## config.mk

```make
export PLATFORM = sky130hd
export DESIGN_NAME = serial_word_rx
export DESIGN_NICKNAME = d
export VERILOG_FILES = /design/src/rtl/serial_pkg.sv /design/src/rtl/word_out_buf.sv /design/src/rtl/serial_word_rx.sv
export SDC_FILE = /design/constraint.sdc
export NUM_CORES = 1
export LEC_CHECK = 0
export ABC_AREA = 0
export CORE_ASPECT_RATIO = 0.75
export CORE_MARGIN = 2
export CORE_UTILIZATION = 40
export DETAILED_ROUTE_END_ITERATION = 12
export GPL_ROUTABILITY_DRIVEN = 0
export PLACE_DENSITY = 0.71
export RECOVER_POWER = 50
export REMOVE_ABC_BUFFERS = 1
export SYNTH_ARGS = -nofsm -noshare
export SYNTH_HDL_FRONTEND = slang
export SYNTH_SLANG_ARGS = --single-unit
```

## constraint.sdc

```tcl
create_clock -name clk -period 2.23 [get_ports clk]
set_input_delay 0.5575 -clock clk [delete_from_list [all_inputs] [get_ports clk]]
set_output_delay 0.5575 -clock clk [all_outputs]
set_load 0.01 [all_outputs]
```

## src/rtl/serial_pkg.sv

```systemverilog
// rtl/serial_pkg.sv - shared FSM states and line-level constants for serial receivers
package serial_pkg;

  typedef enum logic [1:0] {
    IDLE,
    DATA,
    PAR,
    STOP
  } rx_state_t;

  localparam logic START_BIT  = 1'b0;
  localparam logic STOP_BIT   = 1'b1;
  localparam logic IDLE_LEVEL = 1'b1;

endpackage

```

## src/rtl/word_out_buf.sv

```systemverilog
// rtl/word_out_buf.sv - single-entry valid/ready holding register with load, accept and overrun
module word_out_buf #(
  parameter int WIDTH = 4
) (
  input  logic             clk,
  input  logic             rst,
  input  logic             load,
  input  logic [WIDTH-1:0] load_data,
  output logic [WIDTH-1:0] out_data,
  output logic             out_valid,
  input  logic             out_ready,
  output logic             overrun
);

  logic can_load;

  // An accept on the same edge frees the slot for the incoming word.
  assign can_load = !out_valid || out_ready;

  always_ff @(posedge clk or negedge rst) begin
    if (!rst) begin
      out_data  <= '0;
      out_valid <= 1'b0;
      overrun   <= 1'b0;
    end else begin
      overrun <= load && !can_load;
      if (load && can_load) begin
        out_data  <= load_data;
        out_valid <= 1'b1;
      end else if (out_valid && out_ready) begin
        out_valid <= 1'b0;
      end
    end
  end

endmodule

```

## src/rtl/serial_word_rx.sv

```systemverilog
// rtl/serial_word_rx.sv - strobe-timed serial frame receiver feeding a valid/ready word buffer
// Optional even-parity bit and parity_err port enabled by SERIAL_WORD_RX_PARITY_EN.
module serial_word_rx
  import serial_pkg::*;
#(
  parameter int WIDTH     = 4,
  parameter bit LSB_FIRST = 1'b1
) (
  input  logic             clk,
  input  logic             rst,
  input  logic             bit_en,
  input  logic             sdi,
  output logic [WIDTH-1:0] out_data,
  output logic             out_valid,
  input  logic             out_ready,
  output logic             busy,
  output logic             frame_err,
  output logic             overrun
`ifdef SERIAL_WORD_RX_PARITY_EN
  ,
  output logic             parity_err
`endif
);

  localparam int CW = $clog2(WIDTH + 1);

  rx_state_t        state, state_next;
  logic [WIDTH-1:0] shift, shift_next;
  logic [CW-1:0]    cnt, cnt_next;
  logic             word_good;
  logic             frame_bad;
`ifdef SERIAL_WORD_RX_PARITY_EN
  logic             par_bit, par_bit_next;
  logic             par_bad;
`endif

  always_ff @(posedge clk or negedge rst) begin
    if (!rst) begin
      state     <= IDLE;
      shift     <= '0;
      cnt       <= '0;
      frame_err <= 1'b0;
`ifdef SERIAL_WORD_RX_PARITY_EN
      par_bit    <= 1'b0;
      parity_err <= 1'b0;
`endif
    end else begin
      state     <= state_next;
      shift     <= shift_next;
      cnt       <= cnt_next;
      frame_err <= frame_bad;
`ifdef SERIAL_WORD_RX_PARITY_EN
      par_bit    <= par_bit_next;
      parity_err <= par_bad;
`endif
    end
  end

  always_comb begin
    state_next = state;
    shift_next = shift;
    cnt_next   = cnt;
    word_good  = 1'b0;
    frame_bad  = 1'b0;
`ifdef SERIAL_WORD_RX_PARITY_EN
    par_bit_next = par_bit;
    par_bad      = 1'b0;
`endif
    if (bit_en) begin
      case (state)
        IDLE: begin
          if (sdi == START_BIT) begin
            state_next = DATA;
            cnt_next   = '0;
          end
        end
        DATA: begin
          // Counter selects the landing bit directly, so no shifting across the word.
          for (int i = 0; i < WIDTH; i++) begin
            if (i == (LSB_FIRST ? int'(cnt) : WIDTH - 1 - int'(cnt))) shift_next[i] = sdi;
          end
          cnt_next = cnt + 1'b1;
          if (cnt == CW'(WIDTH - 1)) begin
`ifdef SERIAL_WORD_RX_PARITY_EN
            state_next = PAR;
`else
            state_next = STOP;
`endif
          end
        end
`ifdef SERIAL_WORD_RX_PARITY_EN
        PAR: begin
          par_bit_next = sdi;
          state_next   = STOP;
        end
`endif
        STOP: begin
          state_next = IDLE;
          if (sdi == STOP_BIT) begin
`ifdef SERIAL_WORD_RX_PARITY_EN
            if ((^shift) ^ par_bit) par_bad = 1'b1;
            else word_good = 1'b1;
`else
            word_good = 1'b1;
`endif
          end else begin
            frame_bad = 1'b1;
          end
        end
        default: state_next = IDLE;
      endcase
    end
  end

  assign busy = (state != IDLE);

  word_out_buf #(
    .WIDTH(WIDTH)
  ) u_buf (
    .clk      (clk),
    .rst      (rst),
    .load     (word_good),
    .load_data(shift),
    .out_data (out_data),
    .out_valid(out_valid),
    .out_ready(out_ready),
    .overrun  (overrun)
  );

endmodule

```

==> impl_metrics.json <==
{
  "fa_ha_area_frac": 0.0877,
  "n_antenna_cell": 0,
  "ys_sh_aoi": 0.0561,
  "finalSetupViolations": 0,
  "buf_share": 0.143,
  "drt-total-wl_um": 1090,
  "ys_ff": 16,
  "top_cells_by_area": "dfrtp_1, mux2_2, ha_1",
  "htree_num_levels": 1,
  "ys.flop_type": "dfrtp_1",
  "period_used_share": 0.924,
  "placed_area_um2": 876,
  "overflow": 0,
  "top_cell": "dfrtp_1",
  "final_cell_mix": "dfrtp_1, clkdlybuf4s50_1, mux2_2, inv_1",
  "grt_use_total": 0.120,
  "path_max_fanout": 7,
  "grt_pass1_wl_um": 1700,
  "synth.distinct_cells": 17,
  "placed_cells": 92,
  "hpwl_um": 834,
  "die_area_um2": 2140,
  "io-pin-count": 13,
  "antenna_found_initial": 0,
  "syn-mean-instance-area_um2": 12.7,
  "core_area_um2": 1710,
  "cts_buffers": 3,
  "ys_sh_simple": 0.121,
  "sh_comb_area": 0.326,
  "internal-power_mw": 0.672,
  "p_comb_mw": 0.354,
  "hold_viol_final": 0,
  "tritoncts": "yes",
  "ant_nets": 0,
  "power_switching_mw": 0.295,
  "comb_power_share": 0.366,
  "drive_gt1_frac": 0.219,
  "warnings": 28,
  "drc_errors": 0,
  "largest_area_cell": "dfrtp_1",
  "grt_max_degree": 17,
  "hold_depth": 1,
  "p_leak_nw": 0.418,
  "drtIter0Drc": 8,
  "p_seq_mw": 0.471,
  "n_all_inverters": 6,
  "peakVddDrop_mv": 0.445,
  "rsz0062_at_grt": "false",
  "synth_cells": 56,
  "dieWidth_um": 52.8,
  "hold_class": "reg -> reg",
  "netlist.area_leader.share": 0.561,
  "reg.largest.list": "shift x4, u_buf.out_data x4, cnt x3",
  "min_to": "shift[3]",
  "firstDrtPassIters": 4,
  "rr_worst_depth": 4,
  "seq_share": 0.449,
  "ys_top_logic_family": "multiplexers",
  "wl_per_cell_um": 11.5,
  "run_status": "finished clean",
  "xor_area_frac": 0,
  "grt_pass1_vias": 404,
  "power_leader": "registers",
  "critPathKind": "reg -> out",
  "row_count": 13,
  "worstSkewPairLatency_ps": 280,
  "slew_headroom": 0.448,
  "clkSlewWorstSetupHoldPaths_ps": 80,
  "largestClassByArea": "flip-flops and latches",
  "logic_gate_count": 34,
  "hold_slack_ps": 512,
  "fp_util": 0.418,
  "yosysCellCount": 56,
  "clock_power_mw": 0.141,
  "seq_area_um2": 400,
  "rr_endpoint": "shift[3]",
  "ys_warn_count": 0,
  "clockPowerShare": 0.146,
  "endpoint_kind": "primary output",
  "cp.arrival_ps": 1500,
  "mi_logic_area_um2": 290,
  "stdcell_count": 95,
  "clock_tree.root_cell": "clkbuf_4",
  "drv_cap": 0,
  "fin_ws_ps": 170,
  "fillers": 156,
  "ys_sh_mux": 0.142,
  "r2r-start": "cnt[0]",
  "clkbuf_count": 3,
  "cts_sinks": 16,
  "ys_seq_frac": 0.561,
  "io_buffers": 12,
  "skew_ps": 0.697,
  "switching_share": 0.305,
  "finalSetupTns_ps": 0,
  "die_h_um": 40.6,
  "nets": 85,
  "cp.required_ps": 1670,
  "critPathLaunchType": "register",
  "seqPwrFrac": 0.487,
  "final_core_util": 0.522,
  "ff_count": 16
}
-- worst max-delay path, stage by stage, from the launching register on --
cell	delay, ps
dfrtp_1	440
or2_2	310
clkdlybuf4s50_1	480
-- layer usage --
layer	vias to the layer above	routed length, um	GRT usage	share of wire
li1	227	-	-	-
met1	203	548	0.161	0.50
met2	23	435	0.166	0.40
met3	0	109	0.0709	0.10
met4	0	0	0.0192	0
met5	-	0	0	0
-- worst max path at each step --
stage               slack (ps)  cells past startpoint                end     start
detailed placement         160                      4  u_buf.out_data[2]    bit_en
floorplan                  870                      3  u_buf.out_data[0]    bit_en
CTS                        150                      2               busy  state[1]
finish                     170                      2               busy  state[1]
global placement           180                      4  u_buf.out_data[1]    bit_en
global route                90                      2               busy  state[1]
Ports around the boundary:
(8 px per um) Pins as bars across the die edge, other pins in grey.
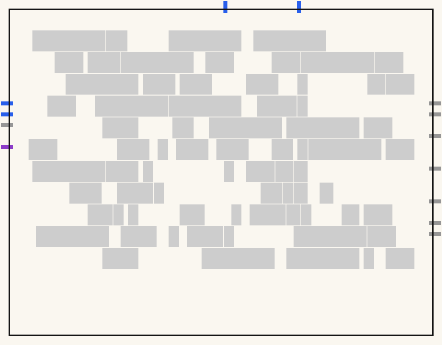
| colour | port | pins | direction | edge |
|---|---|---|---|---|
| blue | `out_data` | 4 | output | 2 top, 2 left |
| purple | `sdi` | 1 | input | left |
all pins by edge: 7 right, 4 left, 2 top

Cell density map:
(8 px per um) The die is cut into 11 by 8 equal tiles; black is low, pale yellow is high, 0 to 100% covered.
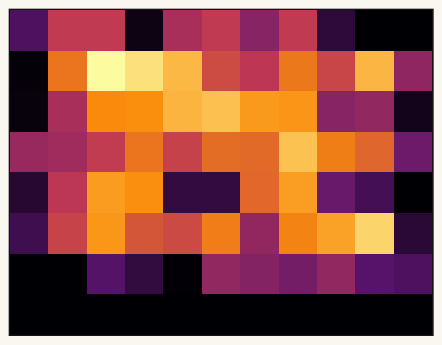
mean over tiles: 40%
tiles over 75% full: 18%
fullest tile: 99%

Placed cells, one colour a class:
(4 px per um)
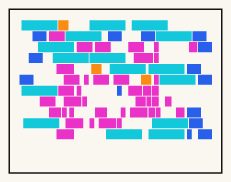
| colour | class | cells | share of their area |
|---|---|---|---|
| cyan | sequential cells | 16 | 46% |
| blue | remaining buffers and delay cells | 14 | 15% |
| magenta | combinational and other logic | 40 | 36% |
| orange | clock drivers | 3 | 2.6% |

